Figure 1. PDN straps and rails.
(2 px per um) Pins as bars on the die edge.
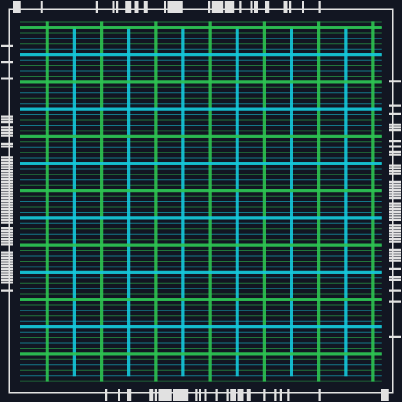
Figure 2. Cells coloured by class.
(1.5 px per um) Fill, decap, tap and diode cells in grey.
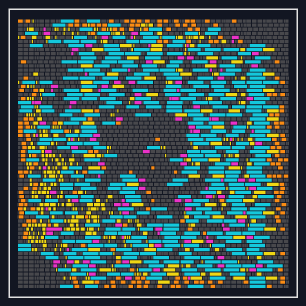
Figure 3. Clock wires, drivers and flops.
(3 px per um)
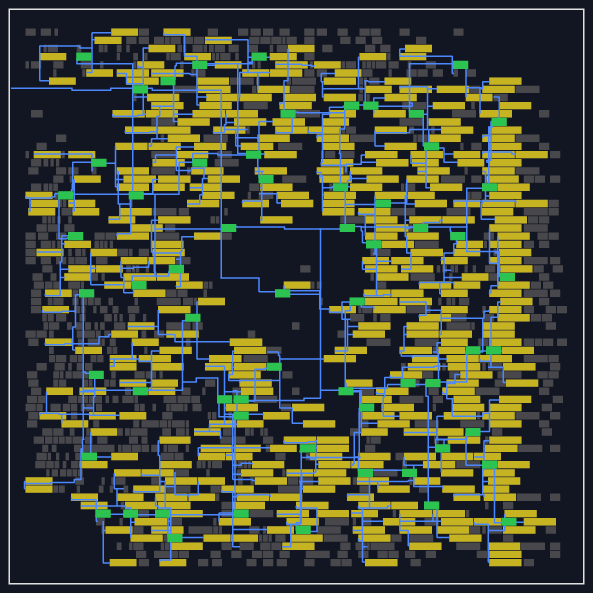
Figure 4. Metal layers overlaid.
(2 px per um) Two of the layers only.
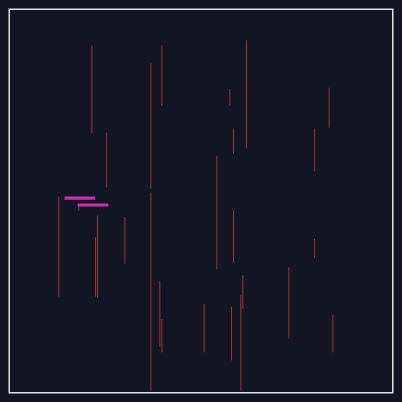
Figure 5. Cell outlines without signal wires.
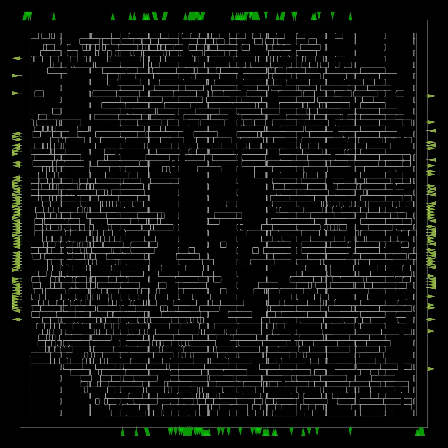
**config.mk**
```make
export PLATFORM = sky130hd
export DESIGN_NAME = indirect_protect_trap_ctl
export DESIGN_NICKNAME = d
export VERILOG_FILES = /design/src/rtl/indirect_protect_trap_ctl_pkg.sv /design/src/rtl/indirect_protect_log_fifo.sv /design/src/rtl/indirect_protect_trap_ctl.sv
export SDC_FILE = /design/constraint.sdc
export NUM_CORES = 1
export LEC_CHECK = 0
export CAP_MARGIN = 20
export CORE_MARGIN = 5
export CORE_UTILIZATION = 45
export CTS_BUF_LIST = sky130_fd_sc_hd__clkbuf_8
export CTS_CLUSTER_DIAMETER = 50
export DETAILED_ROUTE_END_ITERATION = 12
export PLACE_DENSITY = 0.7
export SYNTH_ARGS = -nofsm -noshare
export SYNTH_HDL_FRONTEND = slang
export SYNTH_SLANG_ARGS = --single-unit
```
**constraint.sdc**
```tcl
create_clock -name clk -period 5.8 [get_ports clk]
set_input_delay 1.16 -clock clk [delete_from_list [all_inputs] [get_ports clk]]
set_output_delay 1.16 -clock clk [all_outputs]
set_load 0.02 [all_outputs]
```
**src/rtl/indirect_protect_trap_ctl_pkg.sv**
```systemverilog
// Shared widths, trap cause and FSM encoding for the indirect-pointer trap controller.
package indirect_protect_trap_ctl_pkg;

  localparam int XLEN        = 32;
  localparam int PC_BITWIDTH = 32;

  localparam logic [4:0] TRAP_CAUSE_INDIRECT_PTR = 5'd24;

  localparam int S_IDLE = 0;
  localparam int S_REQ  = 1;
  localparam int S_WAIT = 2;

  typedef enum logic [2:0] {
    ST_IDLE = 3'(1 << S_IDLE),
    ST_REQ  = 3'(1 << S_REQ),
    ST_WAIT = 3'(1 << S_WAIT)
  } trap_state_e;

endpackage

```
**src/rtl/indirect_protect_log_fifo.sv**
```systemverilog
// Violation log: small FIFO with wrap-bit pointers and a sticky overflow flag for dropped pushes.
module indirect_protect_log_fifo #(
  parameter int DEPTH = 4,
  parameter int WIDTH = 64
) (
  input  logic             clk,
  input  logic             reset_n,
  input  logic             sync_reset,
  input  logic             clr,
  input  logic             push,
  input  logic             pop,
  input  logic [WIDTH-1:0] wr_data,
  output logic [WIDTH-1:0] rd_data,
  output logic             empty,
  output logic             overflow
);

  localparam int AW = $clog2(DEPTH);
  localparam logic [AW:0] PTR_ONE = (AW+1)'(1);

  logic [AW:0]      wr_ptr_q, wr_ptr_d;
  logic [AW:0]      rd_ptr_q, rd_ptr_d;
  logic             ovf_q, ovf_d;
  logic             full;
  logic             pop_ok;
  logic             push_ok;
  logic [WIDTH-1:0] mem [DEPTH];

  assign empty   = (wr_ptr_q == rd_ptr_q);
  assign full    = (wr_ptr_q[AW] != rd_ptr_q[AW]) && (wr_ptr_q[AW-1:0] == rd_ptr_q[AW-1:0]);
  assign pop_ok  = pop & ~empty;
  // A pop in the same cycle frees the slot, so a push into a full log still lands.
  assign push_ok = push & (~full | pop_ok);

  always_comb begin
    wr_ptr_d = wr_ptr_q;
    rd_ptr_d = rd_ptr_q;
    ovf_d    = ovf_q;
    if (sync_reset || clr) begin
      wr_ptr_d = '0;
      rd_ptr_d = '0;
      ovf_d    = 1'b0;
    end else begin
      if (pop_ok)  rd_ptr_d = rd_ptr_q + PTR_ONE;
      if (push_ok) wr_ptr_d = wr_ptr_q + PTR_ONE;
      if (push && !push_ok) ovf_d = 1'b1;
    end
  end

  always_ff @(posedge clk or negedge reset_n) begin
    if (!reset_n) begin
      wr_ptr_q <= '0;
      rd_ptr_q <= '0;
      ovf_q    <= 1'b0;
    end else begin
      wr_ptr_q <= wr_ptr_d;
      rd_ptr_q <= rd_ptr_d;
      ovf_q    <= ovf_d;
    end
  end

  always_ff @(posedge clk) begin
    if (push_ok && !clr && !sync_reset) mem[wr_ptr_q[AW-1:0]] <= wr_data;
  end

  assign rd_data  = mem[rd_ptr_q[AW-1:0]];
  assign overflow = ovf_q;

endmodule

```
**src/rtl/indirect_protect_trap_ctl.sv**
```systemverilog
// Turns each rising edge of the indirect-pointer detector flag into one trap request,
// logging the offending PC/IR and counting violations.
module indirect_protect_trap_ctl
  import indirect_protect_trap_ctl_pkg::*;
#(
  parameter int LOG_DEPTH = 4,
  parameter int CNT_BITS  = 16
) (
  input  logic                   clk,
  input  logic                   reset_n,
  input  logic                   sync_reset,
  input  logic                   exe_enable,
  input  logic [PC_BITWIDTH-1:0] PC_in,
  input  logic [XLEN-1:0]        IR_in,
  input  logic                   indirect_protect_active,
  input  logic                   protect_enable,
  input  logic                   exception_handler_active,
  output logic                   trap_req,
  input  logic                   trap_ack,
  output logic [4:0]             trap_cause,
  output logic [PC_BITWIDTH-1:0] trap_pc,
  input  logic                   log_rd_en,
  output logic [PC_BITWIDTH-1:0] log_rd_pc,
  output logic [XLEN-1:0]        log_rd_ir,
  output logic                   log_empty,
  output logic                   log_overflow,
  input  logic                   log_clr,
  output logic [CNT_BITS-1:0]    violation_cnt
);

  localparam logic [CNT_BITS-1:0] CNT_ONE = CNT_BITS'(1);

  logic                   act_q, act_d;
  logic [PC_BITWIDTH-1:0] sh_pc_q, sh_pc_d;
  logic [XLEN-1:0]        sh_ir_q, sh_ir_d;
  logic [CNT_BITS-1:0]    cnt_q, cnt_d;
  logic                   ev;

  trap_state_e            state_q;
  logic                   wait_armed_q;
  logic                   trap_req_q;
  logic [4:0]             trap_cause_q;
  logic [PC_BITWIDTH-1:0] trap_pc_q;

  logic [PC_BITWIDTH+XLEN-1:0] log_rd_data;

  assign ev = indirect_protect_active & ~act_q;

  always_comb begin
    act_d   = indirect_protect_active;
    sh_pc_d = exe_enable ? PC_in : sh_pc_q;
    sh_ir_d = exe_enable ? IR_in : sh_ir_q;
    cnt_d   = (ev && (cnt_q != '1)) ? cnt_q + CNT_ONE : cnt_q;
    if (sync_reset) begin
      act_d   = 1'b0;
      sh_pc_d = '0;
      sh_ir_d = '0;
      cnt_d   = '0;
    end
  end

  always_ff @(posedge clk or negedge reset_n) begin
    if (!reset_n) begin
      act_q   <= 1'b0;
      sh_pc_q <= '0;
      sh_ir_q <= '0;
      cnt_q   <= '0;
    end else begin
      act_q   <= act_d;
      sh_pc_q <= sh_pc_d;
      sh_ir_q <= sh_ir_d;
      cnt_q   <= cnt_d;
    end
  end

  // Only an event seen in IDLE can raise a trap; later ones are logged and counted only.
  always_ff @(posedge clk or negedge reset_n) begin
    if (!reset_n) begin
      state_q      <= ST_IDLE;
      wait_armed_q <= 1'b0;
      trap_req_q   <= 1'b0;
      trap_cause_q <= '0;
      trap_pc_q    <= '0;
    end else if (sync_reset) begin
      state_q      <= ST_IDLE;
      wait_armed_q <= 1'b0;
      trap_req_q   <= 1'b0;
      trap_cause_q <= '0;
      trap_pc_q    <= '0;
    end else begin
      case (state_q)
        ST_IDLE: begin
          if (ev && protect_enable) begin
            state_q      <= ST_REQ;
            trap_req_q   <= 1'b1;
            trap_cause_q <= TRAP_CAUSE_INDIRECT_PTR;
            trap_pc_q    <= sh_pc_q;
          end
        end
        ST_REQ: begin
          if (trap_ack) begin
            state_q      <= ST_WAIT;
            wait_armed_q <= 1'b0;
            trap_req_q   <= 1'b0;
            trap_cause_q <= '0;
          end
        end
        ST_WAIT: begin
          // Skip the first WAIT cycle so the handler has time to raise its active flag.
          if (!wait_armed_q)                  wait_armed_q <= 1'b1;
          else if (!exception_handler_active) state_q      <= ST_IDLE;
        end
        default: begin
          state_q      <= ST_IDLE;
          trap_req_q   <= 1'b0;
          trap_cause_q <= '0;
        end
      endcase
    end
  end

  indirect_protect_log_fifo #(
    .DEPTH (LOG_DEPTH),
    .WIDTH (PC_BITWIDTH + XLEN)
  ) u_log (
    .clk        (clk),
    .reset_n    (reset_n),
    .sync_reset (sync_reset),
    .clr        (log_clr),
    .push       (ev),
    .pop        (log_rd_en),
    .wr_data    ({sh_pc_q, sh_ir_q}),
    .rd_data    (log_rd_data),
    .empty      (log_empty),
    .overflow   (log_overflow)
  );

  assign log_rd_pc     = log_rd_data[PC_BITWIDTH+XLEN-1:XLEN];
  assign log_rd_ir     = log_rd_data[XLEN-1:0];
  assign trap_req      = trap_req_q;
  assign trap_cause    = trap_cause_q;
  assign trap_pc       = trap_pc_q;
  assign violation_cnt = cnt_q;

endmodule

```
==> flow_metrics.tcl <==
# metrics dict for downstream scripts
set metrics [dict create \
    largest_reg_flops 256 \
    maxPowerGroup "sequential cells" \
    p_seq_w 0.00302 \
    pg_clk_w 0.00229 \
    fin_area_sq_um 18300 \
    grt_start_max_net_pins 83 \
    p_sw_share_pct 22.1 \
    cp_slowest_cell "dfrtp_4" \
    tightest_slew_ns 1.05 \
    path_cells "buf_4 -> mux4_2 -> clkdlybuf4s50_1" \
    met3_usage_pct 4.46 \
    combGateArea_sq_um 3710 \
    hp-class "flip-flop to flip-flop" \
    powerComb_w 0.000316 \
    hpwlAfterDp_um 18400 \
    setup_ws_ns 1.52 \
    p_int_w 0.00438 \
    outcome "finished clean" \
    cts_max_level 2 \
    pwr-share-comb_pct 5.6 \
    p_seq_share_pct 53.6 \
    edf_count 256 \
    totalNegativeSetupSlack_ns 0 \
]
## Picture notes: Figure 1
[VSS] green
[VDD] cyan
rows: 66
met5 straps: 13
signal pins: 194
met1 rails: 67
met4 straps: 13
maximum vdd drop: 0.000183 V
Die W: 191 um

## Picture notes: Figure 2
[all other logic] yellow | cells: 442 | share of their area: 21%
[flip-flops] cyan | cells: 381 | share of their area: 61%
[other buffers and delay cells] orange | cells: 197 | share of their area: 11%
[clock drivers and dummy loads] magenta | cells: 116 | share of their area: 7.2%
final core utilization: 56.5%
sequential share of cell area: 59.0%
core footprint: 32500 sq um

## Picture notes: Figure 3
[clock wires] blue | length: 4480 um
[flip-flops] yellow | count: 381
[cells driving clock nets] green | count: 61
routed clock nets: 62

## Picture notes: Figure 4
[met5] magenta | wire length: 27.6 um
[met4] red | wire length: 831 um
routed vias: 8210
WL/cell: 20.1 um

## Picture notes: Figure 5
Tapcells: 442
sequential cells: 381
Fillers: 2543
Std-Cell Rows: 66
non-filler instance count after layout: 1578

Power and IR drop assume default switching activity.
